`src/rtl/div_dispatch_pkg.sv`:
```
// Types shared by the divide dispatch controller, its result FIFO and the divider.
package div_dispatch_pkg;

   localparam int ADDR_BITS = 4;

   typedef enum logic [2:0] {
      NONE_OP = 3'd0,
      DIV     = 3'd1,
      DIVU    = 3'd2,
      REM     = 3'd3,
      REMU    = 3'd4
   } fu_op_t;

   typedef struct packed {
      fu_op_t                op;
      logic [31:0]           op1;
      logic [31:0]           op2;
      logic [ADDR_BITS-1:0]  trans_id;
   } div_req_t;

   function automatic logic is_div_op(input fu_op_t op);
      return op inside {DIV, DIVU, REM, REMU};
   endfunction

endpackage

```
`src/rtl/div_res_fifo.sv`:
```
// Small result FIFO; pointers wrap modulo DEPTH so any depth >= 1 works.
module div_res_fifo #(
   parameter int  DEPTH = 2,
   parameter int  WIDTH = 36,
   localparam int CNT_W = $clog2(DEPTH + 1),
   localparam int PTR_W = (DEPTH > 1) ? $clog2(DEPTH) : 1
) (
   input  logic             clk_i,
   input  logic             rst_i,
   input  logic             flush_i,
   input  logic             push_i,
   input  logic [WIDTH-1:0] data_i,
   input  logic             pop_i,
   output logic [WIDTH-1:0] data_o,
   output logic [CNT_W-1:0] cnt_o,
   output logic             full_o
);

   logic [WIDTH-1:0] mem_q [DEPTH];
   logic [PTR_W-1:0] wr_ptr_q;
   logic [PTR_W-1:0] rd_ptr_q;
   logic [CNT_W-1:0] cnt_q;
   logic             do_push;
   logic             do_pop;

   function automatic logic [PTR_W-1:0] ptr_inc(input logic [PTR_W-1:0] p);
      return (p == PTR_W'(DEPTH - 1)) ? '0 : p + PTR_W'(1);
   endfunction

   assign full_o  = (cnt_q == CNT_W'(DEPTH));
   assign do_pop  = pop_i & (cnt_q != '0);
   // a push into a full FIFO is dropped unless a pop frees the slot this cycle
   assign do_push = push_i & (~full_o | do_pop);
   assign data_o  = mem_q[rd_ptr_q];
   assign cnt_o   = cnt_q;

   // pointer and occupancy bookkeeping; flush empties the FIFO
   always_ff @(posedge clk_i) begin
      if (rst_i || flush_i) begin
         wr_ptr_q <= '0;
         rd_ptr_q <= '0;
         cnt_q    <= '0;
      end else begin
         if (do_push) wr_ptr_q <= ptr_inc(wr_ptr_q);
         if (do_pop)  rd_ptr_q <= ptr_inc(rd_ptr_q);
         unique case ({do_push, do_pop})
            2'b10:   cnt_q <= cnt_q + CNT_W'(1);
            2'b01:   cnt_q <= cnt_q - CNT_W'(1);
            default: ;
         endcase
      end
   end

   // storage array, no reset needed since the pointers qualify every read
   always_ff @(posedge clk_i) begin
      if (do_push) mem_q[wr_ptr_q] <= data_i;
   end

endmodule

```
`src/rtl/div_dispatch.sv`:
```
// Initiator-side controller for the divide unit: holds one request, reserves
// a result slot before forwarding it, and buffers results for writeback.
module div_dispatch
   import div_dispatch_pkg::*;
#(
   parameter int TRANS_W   = ADDR_BITS,
   parameter int RES_DEPTH = 2
) (
   input  logic               clk_i,
   input  logic               rst_i,
   input  logic               flush_ex_i,
   input  logic               issue_vld_i,
   output logic               issue_rdy_o,
   input  fu_op_t             issue_op_i,
   input  logic [31:0]        issue_op1_i,
   input  logic [31:0]        issue_op2_i,
   input  logic [TRANS_W-1:0] issue_trans_id_i,
   output logic               div_vld_o,
   input  logic               div_rdy_i,
   output fu_op_t             div_op_o,
   output logic [31:0]        div_op1_o,
   output logic [31:0]        div_op2_o,
   output logic [TRANS_W-1:0] div_trans_id_o,
   input  logic               div_vld_i,
   input  logic [TRANS_W-1:0] div_trans_id_i,
   input  logic [31:0]        div_result_i,
   output logic               wb_vld_o,
   input  logic               wb_rdy_i,
   output logic [TRANS_W-1:0] wb_trans_id_o,
   output logic [31:0]        wb_result_o,
   output logic               proto_err_o
);

   localparam int CNT_W  = $clog2(RES_DEPTH + 1);
   localparam int USED_W = CNT_W + 1;
   localparam int RES_W  = TRANS_W + 32;

   logic               req_vld_q;
   fu_op_t             req_op_q;
   logic [31:0]        req_op1_q;
   logic [31:0]        req_op2_q;
   logic [TRANS_W-1:0] req_id_q;
   logic               inflight_q;
   logic               proto_err_q;

   logic [CNT_W-1:0]   fifo_cnt;
   logic               fifo_full;
   logic [RES_W-1:0]   fifo_data;
   logic [USED_W-1:0]  used;
   logic               credit_ok;
   logic               div_hsk;
   logic               issue_hsk;
   logic               wb_hsk;
   logic               fifo_push;
   logic               proto_set;

   // a request may only go out while a result slot is guaranteed for it
   assign used      = USED_W'(fifo_cnt) + USED_W'(inflight_q);
   assign credit_ok = used < USED_W'(RES_DEPTH);

   assign div_vld_o   = req_vld_q & credit_ok & ~flush_ex_i;
   assign div_hsk     = div_vld_o & div_rdy_i;
   assign issue_rdy_o = (~req_vld_q | div_hsk) & ~flush_ex_i;
   assign issue_hsk   = issue_vld_i & issue_rdy_o;

   assign div_op_o       = req_op_q;
   assign div_op1_o      = req_op1_q;
   assign div_op2_o      = req_op2_q;
   assign div_trans_id_o = req_id_q;

   assign fifo_push = div_vld_i & ~flush_ex_i;
   assign wb_vld_o  = (fifo_cnt != '0);
   assign wb_hsk    = wb_vld_o & wb_rdy_i;
   assign {wb_trans_id_o, wb_result_o} = wb_vld_o ? fifo_data : '0;

   // a result nobody asked for, or one with no room, is a divider protocol violation
   assign proto_set   = ~flush_ex_i &
                        ((div_vld_i & ~inflight_q & ~div_hsk) | (fifo_push & fifo_full));
   assign proto_err_o = proto_err_q;

   // single-entry request register; a reload in the handshake cycle keeps it full
   always_ff @(posedge clk_i) begin
      if (rst_i) begin
         req_vld_q <= 1'b0;
         req_op_q  <= NONE_OP;
         req_op1_q <= '0;
         req_op2_q <= '0;
         req_id_q  <= '0;
      end else if (flush_ex_i) begin
         req_vld_q <= 1'b0;
      end else if (issue_hsk) begin
         req_vld_q <= 1'b1;
         req_op_q  <= issue_op_i;
         req_op1_q <= issue_op1_i;
         req_op2_q <= issue_op2_i;
         req_id_q  <= issue_trans_id_i;
      end else if (div_hsk) begin
         req_vld_q <= 1'b0;
      end
   end

   // one division outstanding at most; same-cycle fast results never set it
   always_ff @(posedge clk_i) begin
      if (rst_i || flush_ex_i) begin
         inflight_q <= 1'b0;
      end else if (div_vld_i) begin
         inflight_q <= 1'b0;
      end else if (div_hsk) begin
         inflight_q <= 1'b1;
      end
   end

   // sticky protocol error flag
   always_ff @(posedge clk_i) begin
      if (rst_i) begin
         proto_err_q <= 1'b0;
      end else if (proto_set) begin
         proto_err_q <= 1'b1;
      end
   end

   div_res_fifo #(
      .DEPTH (RES_DEPTH),
      .WIDTH (RES_W)
   ) u_res_fifo (
      .clk_i   (clk_i),
      .rst_i   (rst_i),
      .flush_i (flush_ex_i),
      .push_i  (fifo_push),
      .data_i  ({div_trans_id_i, div_result_i}),
      .pop_i   (wb_hsk),
      .data_o  (fifo_data),
      .cnt_o   (fifo_cnt),
      .full_o  (fifo_full)
   );

   op_legal_a: assert property (@(posedge clk_i) disable iff (rst_i)
      issue_vld_i |-> is_div_op(issue_op_i));

endmodule

```
`config.mk`:
```
export PLATFORM = sky130hd
export DESIGN_NAME = div_dispatch
export DESIGN_NICKNAME = d
export VERILOG_FILES = /design/src/rtl/div_dispatch_pkg.sv /design/src/rtl/div_res_fifo.sv /design/src/rtl/div_dispatch.sv
export SDC_FILE = /design/constraint.sdc
export NUM_CORES = 1
export LEC_CHECK = 0
export CAP_MARGIN = 10
export CELL_PAD_IN_SITES_DETAIL_PLACEMENT = 0
export CELL_PAD_IN_SITES_GLOBAL_PLACEMENT = 1
export CORE_AREA = 2 2 101 176
export DETAILED_ROUTE_END_ITERATION = 12
export DIE_AREA = 0 0 103 178
export PLACE_DENSITY = 0.92
export SLEW_MARGIN = 20
export SYNTH_ARGS = -nofsm -noshare
export SYNTH_HDL_FRONTEND = slang
export SYNTH_SLANG_ARGS = --single-unit
export TNS_END_PERCENT = 20
```
`constraint.sdc`:
```
create_clock -name clk_i -period 6.8 [get_ports clk_i]
set_input_delay 1.36 -clock clk_i [delete_from_list [all_inputs] [get_ports clk_i]]
set_output_delay 1.36 -clock clk_i [all_outputs]
set_load 0.02 [all_outputs]
```
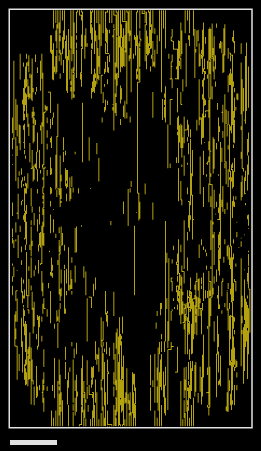
*The metal 2 layer*
Bar = 20 um.
The layer carries 7900 um of wire. The layer holds 54% of the routed length. The wires run mostly vertical.

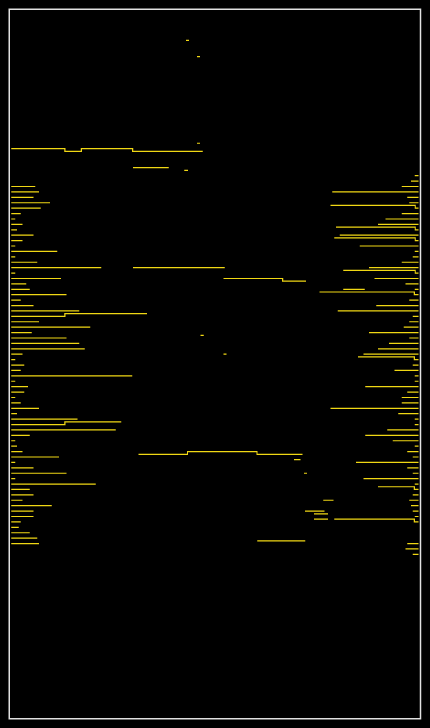
*Metal 3*
The layer carries 1180 um of wire. 145 nets have wire on it.

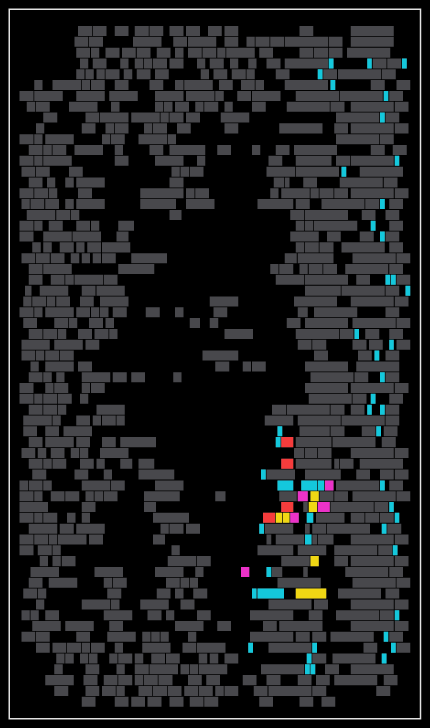
*Logic cells by family*
Key: red = xor and xnor cells [cells 4, most used xnor2_1]; yellow = aoi and oai cells [cells 6, most used a31oi_1, where bottom right]; cyan = nor cells [cells 49, most used nor2_1]; magenta = and/or cells [cells 5]

==> impl_metrics.toml <==
# synthesis and place-and-route metrics
[layout]
multiInputGateArea_mm2 = 0.00233
design_area_mm2 = 0.00921
clk_share = 0.0618
final_util = 0.546
regArea_mm2 = 0.00374
comb.multi_input.count = 316
nNetsFinal = 833

[cts]
cts_hold_buffers = 0
root_buffer = "clkbuf_16"
cts_resized = 0
cts_tree = "built"
cts.path.max_buffers = 2

[min_path]
min_from = "div_op1_o[0]$_SDFFE_PP0P_"

[timing]
slew_violations = 0
fin_crit_sh = 0.624
worst_slack_ns = 2.56
skew_ns = 0.00860

[route]
drtIter0Drc = 102
first_pass_iters = 4
drt.antenna.violating_nets = 0
wl_mm = 14.6

[logic_synthesis]
adder_share = 0.00197
synth_flops = 151
ys_sh_simple = 0.179
yosysUniqueCellTypes = 27
ys_sh_mux = 0.169
synth_seq_share = 0.591
syn_inst = 505

[pwr]
clkPwrFrac = 0.416
comb_power_share = 0.124
p_clk_uw = 910
p_seq_uw = 1010
comb-power_uw = 271

[status]
status = "finished, final reports clean"

[floorplanning]
initial_core_util = 0.376

[setup_path]
cpPeakStageDelay_ns = 0.60
path_common_cell = "clkdlybuf4s50_1"
end_kind = "primary output"

[global_route]
grt_pass1_wl_mm = 22.4
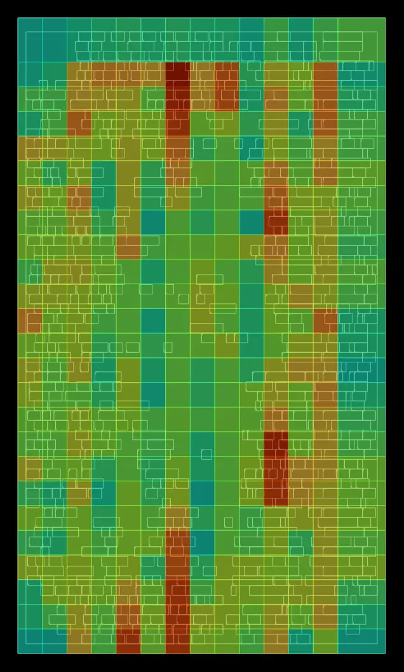
*Congestion heat map*
GR Util met3: 0.0568
all-layer global routing usage: 0.157
GRT met1 Usage: 0.160

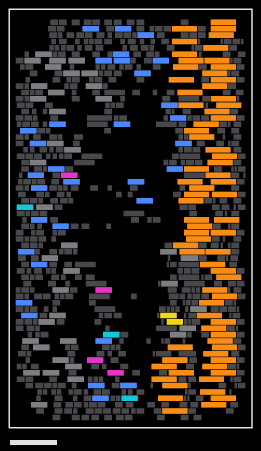
*Register map, names as in the netlist*
Bar = 20 um.
Key: blue = `div_op1_o` [sequential cells 32]; orange = `u_res_fifo.mem_q` [sequential cells 72, where a column on the right]; magenta = `div_trans_id_o` [sequential cells 4]; cyan = `div_op_o` [sequential cells 3]; yellow = `u_res_fifo.cnt_o` [sequential cells 2]
Another 38 sequential cells are not coloured.

[per-layer routing]
| metal | track usage | part of all wire | vias up |
|---|---|---|---|
| met1 | 0.160 | 0.36 | 2057 |
| met3 | 0.0568 | 0.081 | 12 |
| met4 | 0.0510 | 0.011 | 0 |
| li1 | - | - | 2127 |
| met5 | 0 | 0 | - |
| met2 | 0.291 | 0.54 | 162 |
[synth_stat cells]
master / count
a21oi_1: 1
a31oi_1: 3
a31oi_4: 1
and2_1: 2
and4_1: 1
buf_12: 7
buf_2: 5
buf_6: 2
clkbuf_1: 19
dfxtp_1: 79
edfxtp_1: 72
ha_1: 1
inv_1: 2
inv_2: 3
mux2i_1: 107
nand2_4: 1
nand2b_1: 142
nor2_1: 44
nor2_4: 1
nor3_1: 3
nor3b_2: 1
o21ai_0: 1
o311a_1: 1
or2_1: 1
or3_1: 1
xnor2_1: 3
xor2_1: 1
[final timing paths]
| path | end | slack (ns) | depth (start not counted) |
|---|---|---|---|
| hold / removal | div_op1_o[0]$_SDFFE_PP0P_ | 0.47 | 2 |
| setup / recovery | div_vld_o | 2.56 | 4 |
| hold reg to reg | div_op1_o[0]$_SDFFE_PP0P_ | 0.47 | 2 |
| setup reg to reg | div_op2_o[7]$_SDFFE_PP0P_ | 4.43 | 6 |
[registers in the layout (all words and copies together), names as in the netlist, named ones only]
register and cells:
div_op1_o 32, div_op2_o 32, div_op_o 3, div_trans_id_o 4, inflight_q 1, proto_err_o 1, req_vld_q 1, u_res_fifo.cnt_o 2
u_res_fifo.mem_q 72, u_res_fifo.rd_ptr_q 1, u_res_fifo.wr_ptr_q 1
[worst min-delay path, cell delays in order, from the launching register on]
cell,delay (ns)
dfxtp_1,0.31
nand2b_1,0.06
mux2i_1,0.05
